==> config.mk <==
export PLATFORM = sky130hd
export DESIGN_NAME = clk_div_bank
export DESIGN_NICKNAME = d
export VERILOG_FILES = /design/src/rtl/clk_div_bank.sv
export SDC_FILE = /design/constraint.sdc
export NUM_CORES = 1
export LEC_CHECK = 0
export CAP_MARGIN = 30
export CORE_MARGIN = 1.5
export CORE_UTILIZATION = 35
export DETAILED_ROUTE_END_ITERATION = 10
export PLACE_DENSITY_LB_ADDON = 0.15
export SLEW_MARGIN = 10
export SYNTH_ARGS = -nofsm -noshare
export SYNTH_HDL_FRONTEND = slang
export SYNTH_SLANG_ARGS = --single-unit
==> constraint.sdc <==
create_clock -name clk_50M -period 6.13 [get_ports clk_50M]
set_input_delay 1.839 -clock clk_50M [delete_from_list [all_inputs] [get_ports clk_50M]]
set_output_delay 1.839 -clock clk_50M [all_outputs]
set_load 0.05 [all_outputs]
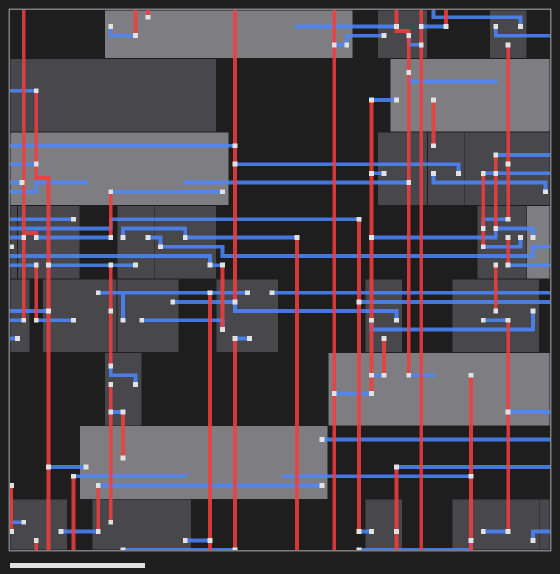
(a small window of the routed layout)
Scale bar: 5 µm. Window x 77 to 97, y 77 to 97 µm. Cells in gray, sequential cells in the stronger gray; small squares are vias.
[M1] blue
[M2] red
most frequent: nor2_1 (5), dfrtp_1 (5)
cells with their middle in the window: 26
sequential cells in the window: 5

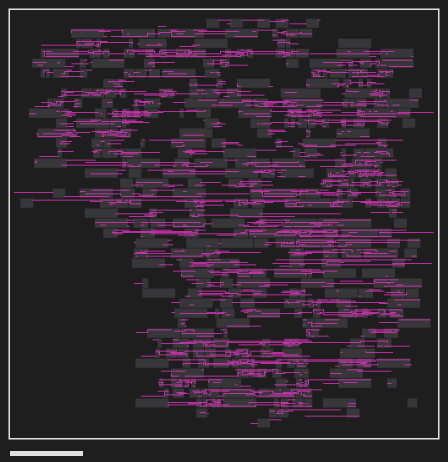
(the metal 1 layer)
Scale bar: 20 µm. Cells faint in the background.
wire length on this layer: 4750 µm
main direction: horizontal
share of all routed wire: 51%
longest straight run: 36.8 µm
nets with wire on the layer: 411
M1 GR Usage: 21.3%
final wirelength: 9290 µm

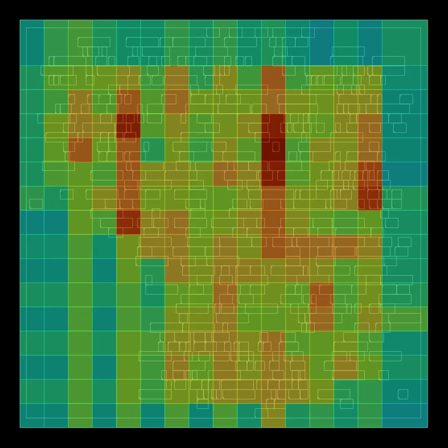
(track usage over the die)
GR peak layer: met2
All-Layer GR Usage: 15.1%
met3 Use GR: 4.26%
Finished Core Util: 41.2%

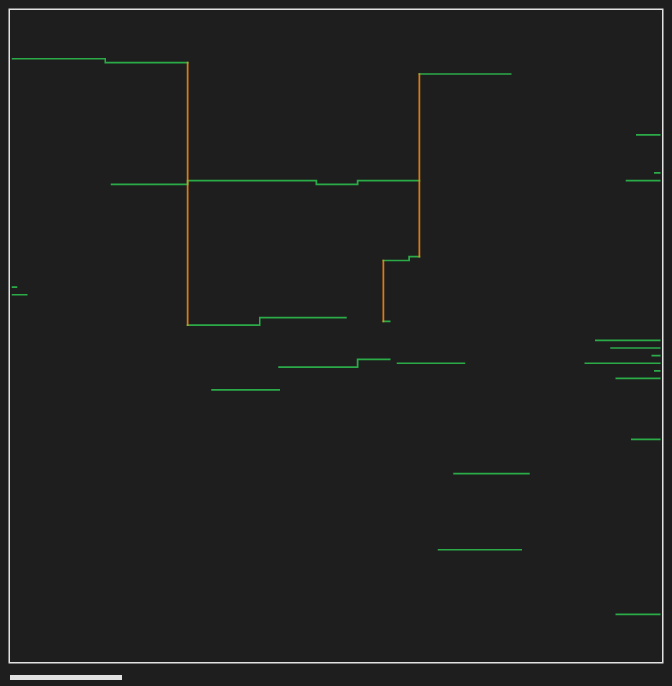
(routed metal, one color a layer)
Scale bar: 20 µm. Only two layers are drawn.
[M4] orange | wire length: 90.4 µm
[M3] green | wire length: 287 µm
Vias: 2949
WL/cell: 15.5 µm

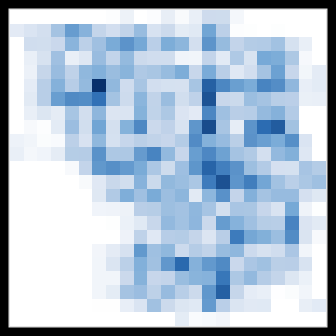
(routed metal per tile)
The die is cut into 23 by 23 equal tiles; white is low, dark blue is high, scaled to the fullest tile. Values are wire area over tile area, all layers added.
densest ninth of the die: middle
mean over tiles: 0.10
emptiest ninth of the die: bottom left
nearly empty tiles: 26%
fullest tile: 0.43

==> impl_metrics.tcl <==
# place-and-route summary
set metrics [dict create \
    status "finished, final reports clean" \
    ys_types 57 \
    cts_resized 0 \
    die_h_um 116 \
    dpl.hpwl_um 6880 \
    portBuffers 25 \
    relSlewSlack_pct 53.1 \
    cts_buffer_depth 2 \
    diodes 0 \
    final_cells 599 \
    cts-root-buf "clkbuf_16" \
    crit_arrival_ns 3.55 \
    ys_sh_mux_pct 18.8 \
    synth_top_cell_by_count "dfrtp_1" \
    cts_tree "done" \
    grt_max_degree 72 \
    syn_avg_cell_area_um2 11.2 \
    insertion_delay_ns 0.34 \
    ant_nets 0 \
    aoi_share_pct 6.16 \
]
[routing by layer]
layer  track usage, %  vias up  wire [µm]  part of all wire [%]
met5                0        -          0                     0
met4             4.88        0         90                  0.97
met3             4.26        7        286                   3.1
met2             22.4       29       4160                    45
met1             21.3     1457       4750                    51
li1                 -     1456          -                     -
[stage by stage]
step                cell area [µm²]  utilization, %  setup WS, ns  power (mW)
finish                         5180            41.2         0.743        2.07
global placement               4870            38.8         0.758        1.55
CTS                            5150            41.0         0.737        2.09
detailed placement             4870            38.8         0.745        1.56
global route                   5180            41.2         0.661        2.21
floorplan                      4510               -          1.49        1.38
[worst max-delay path, stage by stage]
cell and delay, ns:
clkdlybuf4s50_1 0.54, mux2i_1 0.20, nor2_1 0.06, a21oi_1 0.11, clkdlybuf4s50_1 0.81
[cell type report]
type	count	area, µm²
Clock buffer	11	233
Tap cell	172	215
Sequential cell	81	2030
Fill cell	1220	7390
Inverter	12	45.0
Clock inverter	4	45.0
Multi-Input combinational cell	292	2320
Timing Repair Buffer	27	283
[power breakdown]
part,total [mW],internal (mW),switching (mW)
Sequential,0.882,0.692,0.190
Clock,0.518,0.311,0.207
Combinational,0.667,0.342,0.325
[cell usage in the layout (no fill, tap or decap), drive strengths merged, types with 6 or more instances in the layout]
| cell | instances |
|---|---|
| a21oi | 7 |
| and3 | 9 |
| clkbuf | 11 |
| clkdlybuf4s50 | 24 |
| dfrtp | 78 |
| ha | 9 |
| inv | 12 |
| mux2 | 60 |
| mux2i | 15 |
| nand2 | 11 |
| nand2b | 6 |
| nand3 | 14 |
| nand3b | 6 |
| nor2 | 43 |
| nor3 | 10 |
| nor4 | 8 |
| xnor2 | 22 |
| xor2 | 22 |
Power is estimated from default activity; no workload was simulated.
